[src/rtl/controller_pkg.sv]
// controller_pkg: opcodes, T-state codes and the control-word layout for the bus computer.
// Optional feature macro EARLY_RETURN_EN selects between a fixed 7-state ring and early return.
// The control word is shared with the future microcode ROM, so its field order must stay fixed.
package controller_pkg;

  localparam int OP_W = 4;
  localparam int T_W  = 3;

  typedef logic [OP_W-1:0] op_t;
  typedef logic [T_W-1:0]  tstate_t;

  localparam op_t OP_LDA = 4'b0000;
  localparam op_t OP_ADD = 4'b0001;
  localparam op_t OP_SUB = 4'b0010;
  localparam op_t OP_OUT = 4'b1110;
  localparam op_t OP_HLT = 4'b1111;

  localparam tstate_t T1 = 3'd1;
  localparam tstate_t T2 = 3'd2;
  localparam tstate_t T3 = 3'd3;
  localparam tstate_t T4 = 3'd4;
  localparam tstate_t T5 = 3'd5;
  localparam tstate_t T6 = 3'd6;
  localparam tstate_t T7 = 3'd7;

  // Strobes in the order the ROM image will use, MSB first.
  typedef struct packed {
    logic pc_inc;
    logic pc_oe;
    logic mar_ld;
    logic ram_oe;
    logic ir_ld;
    logic ir_oe;
    logic acc_ld;
    logic acc_oe;
    logic breg_ld;
    logic sub;
    logic alu_oe;
    logic out_ld;
  } ctrl_word_t;

  // True in the final active T-state of an instruction; HLT never returns.
  function automatic logic is_last_state(tstate_t t, op_t op);
    case (op)
      OP_LDA:         return t == T5;
      OP_ADD, OP_SUB: return t == T7;
      OP_HLT:         return 1'b0;
      default:        return t == T4;
    endcase
  endfunction

endpackage

[src/rtl/controller_sequencer_if.sv]
// controller_sequencer_if: opcode input and every control strobe of the sequencer.
// master = the sequencer (drives strobes), slave = the datapath (drives the opcode).
// T_STATE and HALT travel with the strobes for debug display.
interface controller_sequencer_if;
  import controller_pkg::*;

  logic [OP_W-1:0] IR_op;
  logic            PC_INC;
  logic            PC_OE;
  logic            MAR_LD;
  logic            RAM_OE;
  logic            IR_LD;
  logic            IR_OE;
  logic            ACC_LD;
  logic            ACC_OE;
  logic            BREG_LD;
  logic            SUB;
  logic            ALU_OE;
  logic            OUT_LD;
  logic            HALT;
  logic [T_W-1:0]  T_STATE;

  modport master (
    input  IR_op,
    output PC_INC, PC_OE, MAR_LD, RAM_OE, IR_LD, IR_OE, ACC_LD, ACC_OE,
           BREG_LD, SUB, ALU_OE, OUT_LD, HALT, T_STATE
  );

  modport slave (
    output IR_op,
    input  PC_INC, PC_OE, MAR_LD, RAM_OE, IR_LD, IR_OE, ACC_LD, ACC_OE,
           BREG_LD, SUB, ALU_OE, OUT_LD, HALT, T_STATE
  );

endinterface

[src/rtl/controller_sequencer_ring_counter.sv]
// ring_counter: T-state counter T1..T7, async active-low clear to T1.
// One step per clock; hold freezes the count, load_t1 forces an early return to T1.
// hold has priority over load_t1.
module ring_counter
  import controller_pkg::*;
(
  input  logic    clk,
  input  logic    rst_n,
  input  logic    hold,
  input  logic    load_t1,
  output tstate_t t_state
);

  tstate_t t_next;

  // State register: clear lands on T1 so fetch begins right away.
  always_ff @(posedge clk or negedge rst_n) begin
    if (!rst_n) t_state <= T1;
    else        t_state <= t_next;
  end

  // Next state: hold, early return, wrap after T7, otherwise increment.
  always_comb begin
    t_next = t_state;
    if (hold)                          t_next = t_state;
    else if (load_t1 || t_state >= T7) t_next = T1;
    else                               t_next = t_state + tstate_t'(1);
  end

endmodule

[src/rtl/controller_sequencer.sv]
// controller_sequencer: Moore decode of (T-state, opcode, halt) into bus strobes.
// Strobes are combinational from state; one T-state per clock; HLT freezes at T4.
// Macro EARLY_RETURN_EN: when defined, return to T1 after the last active T-state.
module controller_sequencer
  import controller_pkg::*;
(
  input  logic                   CLK,
  input  logic                   CLR_n,
  controller_sequencer_if.master bus
);

  tstate_t    t_state;
  logic       halt_q;
  logic       hlt_now;
  logic       load_t1;
  ctrl_word_t cw;

  // HLT is recognised in T4; holding the ring on that same edge parks T_STATE at 4.
  assign hlt_now = !halt_q && (t_state == T4) && (bus.IR_op == OP_HLT);

`ifdef EARLY_RETURN_EN
  assign load_t1 = !halt_q && is_last_state(t_state, bus.IR_op);
`else
  assign load_t1 = 1'b0;
`endif

  ring_counter u_ring (
    .clk     (CLK),
    .rst_n   (CLR_n),
    .hold    (halt_q | hlt_now),
    .load_t1 (load_t1),
    .t_state (t_state)
  );

  // Sticky halt flag; only the clear input releases it.
  always_ff @(posedge CLK or negedge CLR_n) begin
    if (!CLR_n)       halt_q <= 1'b0;
    else if (hlt_now) halt_q <= 1'b1;
  end

  // Control-word decode; at most one bus driver is ever enabled per state.
  always_comb begin
    cw = '0;
    if (!halt_q) begin
      case (t_state)
        T1: begin cw.pc_oe = 1'b1; cw.mar_ld = 1'b1; end
        T2: cw.pc_inc = 1'b1;
        T3: begin cw.ram_oe = 1'b1; cw.ir_ld = 1'b1; end
        T4: begin
          case (bus.IR_op)
            OP_LDA, OP_ADD, OP_SUB: begin cw.ir_oe = 1'b1; cw.mar_ld = 1'b1; end
            OP_OUT:                 begin cw.acc_oe = 1'b1; cw.out_ld = 1'b1; end
            default:                ;
          endcase
        end
        T5: begin
          case (bus.IR_op)
            OP_LDA: begin cw.ram_oe = 1'b1; cw.acc_ld = 1'b1; end
            OP_ADD, OP_SUB: begin
              cw.ram_oe  = 1'b1;
              cw.breg_ld = 1'b1;
              cw.sub     = (bus.IR_op == OP_SUB);
            end
            default: ;
          endcase
        end
        // T6 is the ALU capture cycle; SUB must already be steady here.
        T6: cw.sub = (bus.IR_op == OP_SUB);
        T7: begin
          if (bus.IR_op == OP_ADD || bus.IR_op == OP_SUB) begin
            cw.alu_oe = 1'b1;
            cw.acc_ld = 1'b1;
            cw.sub    = (bus.IR_op == OP_SUB);
          end
        end
        default: ;
      endcase
    end
  end

  assign bus.PC_INC  = cw.pc_inc;
  assign bus.PC_OE   = cw.pc_oe;
  assign bus.MAR_LD  = cw.mar_ld;
  assign bus.RAM_OE  = cw.ram_oe;
  assign bus.IR_LD   = cw.ir_ld;
  assign bus.IR_OE   = cw.ir_oe;
  assign bus.ACC_LD  = cw.acc_ld;
  assign bus.ACC_OE  = cw.acc_oe;
  assign bus.BREG_LD = cw.breg_ld;
  assign bus.SUB     = cw.sub;
  assign bus.ALU_OE  = cw.alu_oe;
  assign bus.OUT_LD  = cw.out_ld;
  assign bus.HALT    = halt_q;
  assign bus.T_STATE = t_state;

endmodule

[src/flat_wrapper.sv]
// flat-port wrapper written by rule: the top's interface ports become plain ports
module controller_sequencer_flat import controller_pkg::*;
  (CLK, CLR_n, bus_IR_op, bus_PC_INC, bus_PC_OE, bus_MAR_LD, bus_RAM_OE, bus_IR_LD, bus_IR_OE, bus_ACC_LD, bus_ACC_OE, bus_BREG_LD, bus_SUB, bus_ALU_OE, bus_OUT_LD, bus_HALT, bus_T_STATE);
  controller_sequencer_if bus_i ();
  input  logic CLK;
  input  logic CLR_n;
  input wire logic [$bits(bus_i.IR_op)-1:0] bus_IR_op;
  output wire logic [$bits(bus_i.PC_INC)-1:0] bus_PC_INC;
  output wire logic [$bits(bus_i.PC_OE)-1:0] bus_PC_OE;
  output wire logic [$bits(bus_i.MAR_LD)-1:0] bus_MAR_LD;
  output wire logic [$bits(bus_i.RAM_OE)-1:0] bus_RAM_OE;
  output wire logic [$bits(bus_i.IR_LD)-1:0] bus_IR_LD;
  output wire logic [$bits(bus_i.IR_OE)-1:0] bus_IR_OE;
  output wire logic [$bits(bus_i.ACC_LD)-1:0] bus_ACC_LD;
  output wire logic [$bits(bus_i.ACC_OE)-1:0] bus_ACC_OE;
  output wire logic [$bits(bus_i.BREG_LD)-1:0] bus_BREG_LD;
  output wire logic [$bits(bus_i.SUB)-1:0] bus_SUB;
  output wire logic [$bits(bus_i.ALU_OE)-1:0] bus_ALU_OE;
  output wire logic [$bits(bus_i.OUT_LD)-1:0] bus_OUT_LD;
  output wire logic [$bits(bus_i.HALT)-1:0] bus_HALT;
  output wire logic [$bits(bus_i.T_STATE)-1:0] bus_T_STATE;
  assign bus_i.IR_op = bus_IR_op;
  assign bus_PC_INC = bus_i.PC_INC;
  assign bus_PC_OE = bus_i.PC_OE;
  assign bus_MAR_LD = bus_i.MAR_LD;
  assign bus_RAM_OE = bus_i.RAM_OE;
  assign bus_IR_LD = bus_i.IR_LD;
  assign bus_IR_OE = bus_i.IR_OE;
  assign bus_ACC_LD = bus_i.ACC_LD;
  assign bus_ACC_OE = bus_i.ACC_OE;
  assign bus_BREG_LD = bus_i.BREG_LD;
  assign bus_SUB = bus_i.SUB;
  assign bus_ALU_OE = bus_i.ALU_OE;
  assign bus_OUT_LD = bus_i.OUT_LD;
  assign bus_HALT = bus_i.HALT;
  assign bus_T_STATE = bus_i.T_STATE;
  controller_sequencer u_core (.CLK(CLK), .CLR_n(CLR_n), .bus(bus_i));
endmodule
[config.mk]
export PLATFORM = sky130hd
export DESIGN_NAME = controller_sequencer_flat
export DESIGN_NICKNAME = d
export VERILOG_FILES = /design/src/rtl/controller_pkg.sv /design/src/rtl/controller_sequencer_if.sv /design/src/rtl/controller_sequencer_ring_counter.sv /design/src/rtl/controller_sequencer.sv /design/src/flat_wrapper.sv
export SDC_FILE = /design/constraint.sdc
export NUM_CORES = 1
export LEC_CHECK = 0
export ABC_CLOCK_PERIOD_IN_PS = 1500
export CORE_AREA = 2 2 39 41
export CTS_CLUSTER_DIAMETER = 150
export DETAILED_ROUTE_END_ITERATION = 8
export DIE_AREA = 0 0 41 43
export MAX_ROUTING_LAYER = met4
export REMOVE_ABC_BUFFERS = 1
export SLEW_MARGIN = 20
export SYNTH_ARGS = -nofsm -noshare
export SYNTH_HDL_FRONTEND = slang
export SYNTH_HIERARCHICAL = 1
export SYNTH_SLANG_ARGS = --single-unit
[constraint.sdc]
create_clock -name CLK -period 1.5 [get_ports CLK]
set_input_delay 0.15 -clock CLK [delete_from_list [all_inputs] [get_ports CLK]]
set_output_delay 0.15 -clock CLK [all_outputs]
set_load 0.01 [all_outputs]
cell_classes.png
(6 px per um)
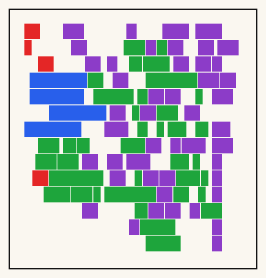
class	color	cells
flip-flops	blue	4
other buffers and delay cells	purple	46
clock drivers and dummy loads	red	4
all other logic	green	37
Core Area: 1380 um^2
Final Util: 61.5%
sequential share of cell area: 12.2%
Rows: 14

port_nets.png
(12 px per um)
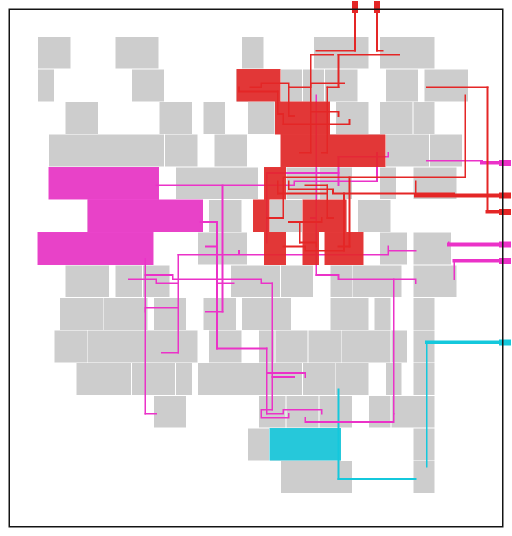
port	color	direction	end cells	buffers	wire
`bus_T_STATE`	magenta	output	3	6	223 um
`bus_IR_op`	red	input	9	8	162 um
`bus_IR_LD`	cyan	output	1	1	30.2 um
# IOs: 22
port bufs: 21

==> impl_metrics.tcl <==
# yosys + openroad results
set metrics [dict create \
    status "finished, violations left" \
    violations "negative setup slack" \
    n_antenna_cell 0 \
    netlist_area_um2 364 \
    pg_seq_uw 232 \
    wl_met2_um 636 \
    power.group.top "combinational cells" \
    vias 505 \
    rr_startpoint "u_core/u_ring/t_state[0]" \
    antenna_found_initial 0 \
    maxUsedRoutingLayer "met3" \
    ctsHoldBuffers 0 \
    use_met2_pct 24.4 \
    power_switching_uw 539 \
    xor_area_share_pct 2.41 \
    cp.arrival_ns 1.42 \
    grt_pass1_wl_um 1740 \
    yosysUniqueCellTypes 23 \
    async_flop_share_pct 100 \
    syn_area_per_cell_um2 8.67 \
    clock_sinks 4 \
    wl_met3_um 72 \
    drt-pass1-iter-count 2 \
    cts-root-buf "clkbuf_4" \
    hold_class "primary input to asynchronous set/reset pin" \
    final-comb-area_um2 350 \
    ys_seq_elements 4 \
    area_leaders "dfrtp_1, dfstp_2, ha_1, nor4b_4, nor2_1" \
    aoi_share_pct 17.2 \
    final-seq-area_um2 104 \
    yosys-stat-cells 42 \
    power_switching_share_pct 40.2 \
    cts-resized-gates 63 \
    wire_per_inst_um 11.7 \
    yosysWarnings 6 \
    finalNonFillerCells 107 \
    cp-end-kind "output port" \
    worstRegToRegCells 4 \
    ys.flop_type "dfrtp_1" \
    netlist_instances 42 \
    finalHoldWorstSlack_ns 0.112 \
    cts_setup_buffers 5 \
    cts_tree "done" \
    grt_overflow 0 \
    gp_congestion 0.617 \
    period_used_pct 105 \
    h-tree-depth 1 \
    edf_count 0 \
    wirelength_um 1250 \
    setup_tns_ns -0.110 \
    dp.cells 97 \
    yosysTopAreaCell "dfrtp_1" \
    clock_power_share_pct 10.7 \
    pg_comb_uw 965 \
    crit_path_start_kind "flop" \
    via_per_inst 4.72 \
    place_ws_ns -0.443 \
    top_cell "nor2_1" \
    leakage_uw 0.000402 \
    fmax_ghz 0.637 \
    clock_latency_ns 0.23 \
    wl_met1_um 543 \
    grt_util_met1_pct 17.1 \
    rr_endpoint "u_core/u_ring/t_state[2]" \
    intPower_uw 802 \
    clkTransAtPathRegs_ns 0.04 \
    ctsLongestPathBuffers 2 \
    hold_violations 0 \
    path_max_fanout 2 \
    use_met3_pct 0 \
    drc_errors 0 \
    grt_pass1_vias 453 \
    numCtsBuffers 3 \
    grt.total_usage_pct 14.4 \
    fin_ws_ns -0.0689 \
    die_area_um2 1760 \
    power_uw 1340 \
    ys_top_logic_family "simple AND/OR/NAND/NOR gates" \
    reg2reg_slack_ns 0.05 \
    grt-busiest-layer "met2" \
    seq_power_share_pct 17.3 \
    grt_max_degree 7 \
    placed_area_um2 729 \
    yosysTopAreaCellShare_pct 20.6 \
    critPathKind "flop to output port" \
    yosysSeqAreaShare_pct 27.8 \
    stdcell_area_um2 851 \
    areaGrowthSynthToFinish_pct 134 \
    setup_viol 2 \
    ant_nets 0 \
    mux_area_share_pct 0 \
    p_per_area_nw_per_um2 1580 \
    critPathRequiredTime_ns 1.35 \
    rsz0062_at_grt "true" \
]
met3.png
(8 px per um)
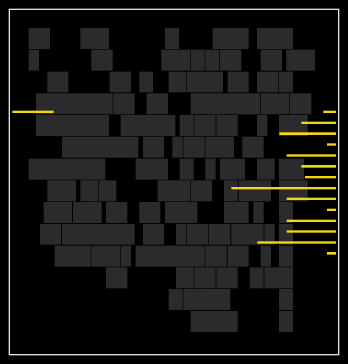
wire length on this layer	72.8 um
share of all routed wire	5.8%
nets with wire on the layer	15
main direction	horizontal
longest straight run	12.8 um

cell type report:
type                       instances  area share (%)
sequential                         4            12.2
tap                               16            2.35
multi-input combinational         37            41.2
clock buffer                       4            3.09
timing repair buffer              46            41.2
worst max-delay path, stage by stage, from the launching register on:
cell      delay, ns
dfrtp_2        0.41
nor4b_4        0.23
buf_4          0.16
buf_6          0.09
nand2_4        0.04
o21bai_1       0.11
buf_2          0.15
placed cells by master, fill, tap and decap left out, types with 2 or more instances in the layout:
cell type / n
dlymetal6s2s_1: 2
nor3_2: 3
nand3_1: 2
nand3_2: 2
clkbuf_4: 3
nor3_4: 2
buf_6: 3
o21bai_1: 2
dfrtp_2: 2
nand2_1: 3
buf_4: 23
nor2_1: 4
buf_2: 12
a32o_1: 2
clkdlybuf4s50_1: 5
nor4b_4: 2
worst max-delay path by stage:
| stage | startpoint | end | slack (ns) | depth (start not counted) |
|---|---|---|---|---|
| finish | u_core/bus.HALT | bus_RAM_OE | -0.07 | 6 |
| global route | u_core/bus.HALT | bus_IR_OE | -0.14 | 6 |
| CTS | u_core/bus.HALT | bus_RAM_OE | -0.14 | 6 |
| detailed placement | bus_IR_op[3] | bus_RAM_OE | -0.44 | 5 |
| global placement | bus_IR_op[3] | bus_RAM_OE | -0.43 | 5 |
| floorplan | u_core/u_ring/t_state[1] | u_core/u_ring/t_state[2] | -0.02 | 5 |
registers in the layout (all words and copies together), names as in the netlist:
register,flops
u_core/u_ring/t_state,3
u_core/bus.HALT,1
cells by family (layout without fill, tap and decap cells):
kind of cell	count (synthesis)	count (layout)
flip-flops	4	4
other	1	1
XOR/XNOR	1	1
AND/OR/NAND/NOR	25	25
AND-OR/OR-AND	8	8
buffers and inverters	1	50
adder cells (fa/ha/maj)	2	2
